## config.mk

```make
export PLATFORM = sky130hd
export DESIGN_NAME = pulse_capture
export DESIGN_NICKNAME = d
export VERILOG_FILES = /design/src/rtl/pulse_capture.sv
export SDC_FILE = /design/constraint.sdc
export NUM_CORES = 1
export LEC_CHECK = 0
export CORE_MARGIN = 2
export CORE_UTILIZATION = 30
export DETAILED_ROUTE_END_ITERATION = 8
export PLACE_DENSITY = 0.5
export SETUP_SLACK_MARGIN = 0.4
export SLEW_MARGIN = 10
export SYNTH_ARGS = -nofsm -noshare
export SYNTH_HDL_FRONTEND = slang
export SYNTH_SLANG_ARGS = --single-unit
```

## constraint.sdc

```tcl
create_clock -name sys_clk -period 3.8 [get_ports sys_clk]
set_input_delay 0.76 -clock sys_clk [delete_from_list [all_inputs] [get_ports sys_clk]]
set_output_delay 0.76 -clock sys_clk [all_outputs]
set_load 0.01 [all_outputs]
```

## src/rtl/pulse_capture.sv

```systemverilog
// Arm-triggered pulse measurement: reports arm-to-pulse delay and pulse width in
// sys_clk cycles, with glitch rejection and a timeout on both phases.
module pulse_capture #(
    parameter int               CNT_W     = 25,
    parameter logic [CNT_W-1:0] TIMEOUT   = 25'd999_999,
    parameter logic [CNT_W-1:0] MIN_WIDTH = 25'd2
) (
    input  logic             sys_clk,
    input  logic             sys_rst,
    input  logic             arm_flag,
    input  logic             pulse_in,
    output logic             busy,
    output logic             meas_valid,
    output logic [CNT_W-1:0] meas_delay,
    output logic [CNT_W-1:0] meas_width,
    output logic             meas_timeout
);

    typedef enum logic [1:0] {IDLE, WAIT_RISE, HIGH, DONE} state_t;

    localparam logic [CNT_W-1:0] ONE = CNT_W'(1);

    // Index 0 = arm_flag, index 1 = pulse_in; identical depth keeps their timing aligned.
    logic [1:0] async_in;
    logic [2:0] sync_reg [2];

    assign async_in = {pulse_in, arm_flag};

    generate
        for (genvar gi = 0; gi < 2; gi++) begin : g_sync
            always_ff @(posedge sys_clk) begin
                if (sys_rst) begin
                    sync_reg[gi] <= '0;
                end else begin
                    sync_reg[gi] <= {sync_reg[gi][1:0], async_in[gi]};
                end
            end
        end
    endgenerate

    logic arm_rise, p_rise, p_fall, p_high;

    assign arm_rise = sync_reg[0][1] & ~sync_reg[0][2];
    assign p_high   = sync_reg[1][1];
    assign p_rise   = sync_reg[1][1] & ~sync_reg[1][2];
    assign p_fall   = ~sync_reg[1][1] & sync_reg[1][2];

    state_t           state_reg, state_next;
    logic [CNT_W-1:0] dcnt_reg, dcnt_next;
    logic [CNT_W-1:0] wcnt_reg, wcnt_next;
    logic [CNT_W-1:0] delay_reg, delay_next;
    logic             load_result;
    logic [CNT_W-1:0] res_delay, res_width;
    logic             res_timeout;

    always_comb begin
        state_next  = state_reg;
        dcnt_next   = dcnt_reg;
        wcnt_next   = wcnt_reg;
        delay_next  = delay_reg;
        load_result = 1'b0;
        res_delay   = '0;
        res_width   = '0;
        res_timeout = 1'b0;
        case (state_reg)
            IDLE: begin
                if (arm_rise) begin
                    if (p_rise) begin
                        state_next = HIGH;
                        delay_next = '0;
                        wcnt_next  = ONE;
                    end else begin
                        state_next = WAIT_RISE;
                        dcnt_next  = ONE;
                    end
                end
            end
            WAIT_RISE: begin
                if (p_rise) begin
                    state_next = HIGH;
                    delay_next = dcnt_reg;
                    wcnt_next  = ONE;
                end else if (dcnt_reg >= TIMEOUT) begin
                    state_next  = DONE;
                    load_result = 1'b1;
                    res_delay   = TIMEOUT;
                    res_timeout = 1'b1;
                end else begin
                    dcnt_next = dcnt_reg + ONE;
                end
            end
            HIGH: begin
                if (p_fall) begin
                    if (wcnt_reg >= MIN_WIDTH) begin
                        state_next  = DONE;
                        load_result = 1'b1;
                        res_delay   = delay_reg;
                        res_width   = wcnt_reg;
                    end else begin
                        // Glitch: resume the delay count as if the glitch never happened.
                        state_next = WAIT_RISE;
                        dcnt_next  = delay_reg + wcnt_reg + ONE;
                    end
                end else if (wcnt_reg >= TIMEOUT) begin
                    state_next  = DONE;
                    load_result = 1'b1;
                    res_delay   = delay_reg;
                    res_width   = TIMEOUT;
                    res_timeout = 1'b1;
                end else if (p_high) begin
                    wcnt_next = wcnt_reg + ONE;
                end
            end
            DONE: begin
                state_next = IDLE;
            end
            default: begin
                state_next = IDLE;
            end
        endcase
    end

    always_ff @(posedge sys_clk) begin
        if (sys_rst) begin
            state_reg    <= IDLE;
            dcnt_reg     <= '0;
            wcnt_reg     <= '0;
            delay_reg    <= '0;
            meas_valid   <= 1'b0;
            meas_delay   <= '0;
            meas_width   <= '0;
            meas_timeout <= 1'b0;
        end else begin
            state_reg  <= state_next;
            dcnt_reg   <= dcnt_next;
            wcnt_reg   <= wcnt_next;
            delay_reg  <= delay_next;
            meas_valid <= load_result;
            if (load_result) begin
                meas_delay   <= res_delay;
                meas_width   <= res_width;
                meas_timeout <= res_timeout;
            end
        end
    end

    assign busy = (state_reg != IDLE);

endmodule

```

drive_strength.png
The bar under the picture is 50 µm long.
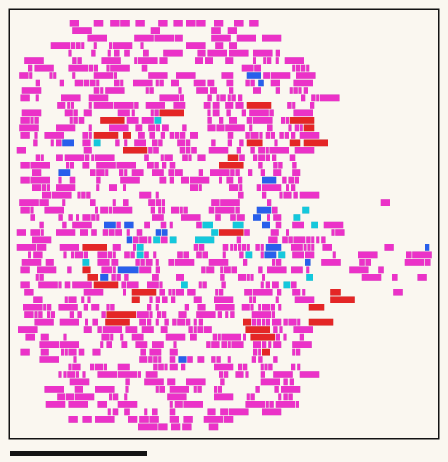
Key: cyan = drive 3 to 4 [cells 19, share 2.1%, most used buf_4]; blue = drive 2 [cells 20, share 2.2%]; magenta = drive 1 or less [cells 824, share 92%, most used dfxtp_1]; red = drive 6 and up [cells 30, share 3.4%, most used clkbuf_16]
crit path setup slack, layout: 0.6657 ns
synth-to-layout area growth: 20.12%
final instance area: 8300 µm²

clock_map.png
The bar under the picture is 50 µm long.
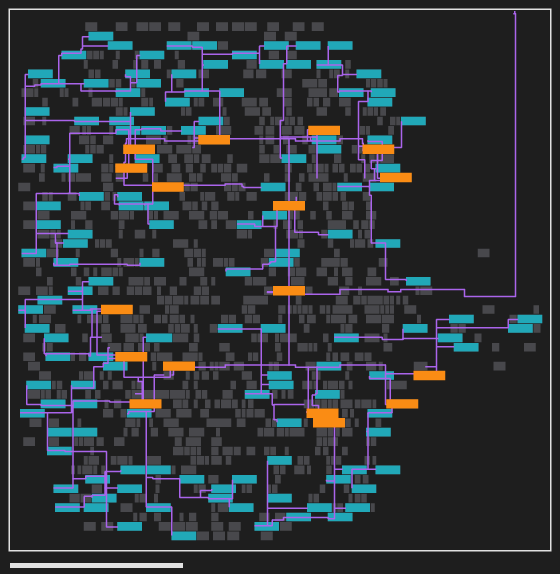
Key: orange = cells driving clock nets [count 17]; cyan = flip-flops [count 135]; purple = clock wires [length 2080 µm]
Position of the flops: spread over the die. There are 18 routed clock nets.
Clock power frac: 45.0%
clk pwr: 0.00171 W
Late-Pin Clk Latency: 0.43 ns
Final Skew: 0.01238 ns

final_clocks.png
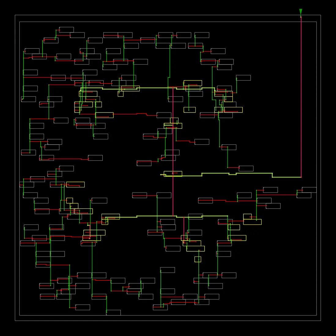
Seq cells: 135
CTS sink count: 135

gate_families.png
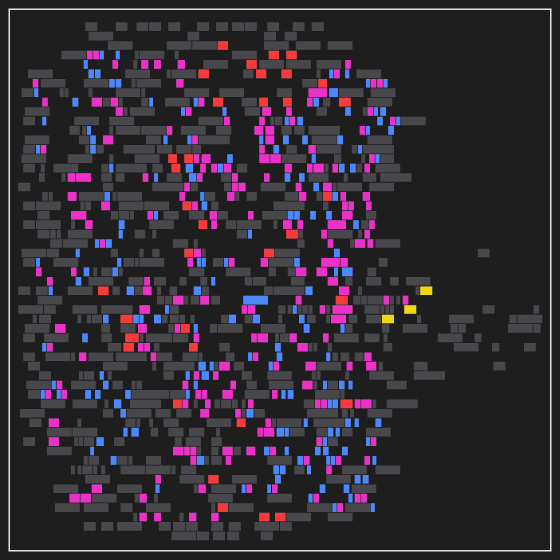
Key: magenta = inverting AOI/OAI gates [cells 192]; yellow = multiplexers [cells 3]; blue = NAND gates [cells 171]; red = AND-OR and OR-AND gates [cells 35]

==> flow_metrics.py <==
# Flow results
metrics = {
    "sta": {
        "tightest_slew_ns": 1.047,
        "hold_slack_ns": 0.4514,
        "fmax_mhz": 319.1,
        "hold_violations": 0,
        "tns_ns": 0,
        "finalCriticalPeriod_ns": 3.134,
    },
    "final_layout": {
        "buffers": 70,
        "comb_area_um2": 3886,
        "nNonClkInverters": 24,
        "layout_top_cell": "dfxtp_1",
        "instances_no_fill": 1178,
        "diodes": 0,
        "ff_latch_area_um2": 2704,
        "final-clk-cell-share_pct": 7.266,
        "seq_share_pct": 32.57,
        "nMultiInputCombCells": 632,
        "comb_share_pct": 46.82,
    },
    "worst_setup_path": {
        "cp_slowest_cell": "fa_1",
        "cp-startpoint": "wcnt_reg[0]",
        "crit_cells": 12,
        "r2r-end": "dcnt_reg[24]",
        "r2r_start": "wcnt_reg[0]",
        "start_kind": "register",
        "critPathRequiredTime_ns": 4.12,
        "crit_top_cell": "o21ai_0",
        "end_kind": "register",
    },
    "power": {
        "total_power_w": 0.003796,
        "p_per_area_nw_per_um2": 457.3,
        "pwr-share-seq_pct": 38.3,
        "power-top-group": "the clock network",
        "p_seq_w": 0.00145,
        "p_comb_share_pct": 16.7,
    },
    "grt": {
        "grt_pass1_wl_um": 34390,
        "grtUsageTotal_pct": 18.10,
        "use_met1_pct": 26.25,
        "grt_max_degree": 32,
    },
    "clocking": {
        "path_clk_slew_ns": 0.07,
        "root_buffer": "clkbuf_16",
        "cts_htree_levels": 4,
        "postCtsHoldBufs": 0,
        "cts_tree": "yes",
        "cts_made_buffers": 17,
        "clockBufferDepth": 2,
    },
    "detailed_routing": {
        "drc_errors": 0,
        "drt-initial-drc-count": 545,
        "avgViaCountPerCell": 5.295,
        "drt_pass1_iterations": 5,
        "top_layer_used": "met4",
        "vias": 6238,
        "wl_met2_um": 9308,
    },
    "worst_hold_path": {
        "holdPathStages": 1,
        "min_to": "sync_reg[1][1]",
    },
    "floorplanning": {
        "rows": 55,
        "dieHeight_um": 155.8,
        "tap_cells": 285,
        "core_area_um2": 22640,
        "chipArea_um2": 24260,
    },
    "synthesis": {
        "edf_count": 0,
        "syn_avg_cell_area_um2": 8.217,
        "synthArstFlopShare_pct": 0,
        "yosys.stat.seqShare_pct": 39.11,
        "topCellsByArea": "dfxtp_1 (39%), ha_1 (5.8%), a21oi_1 (5.3%)",
    },
    "placement": {
        "portBuffers": 56,
        "placedCellCount": 1146,
        "gp_congestion": 0.8726,
    },
    "status": {
        "outcome": "finished clean",
    },
}
Power and IR drop assume default switching activity.
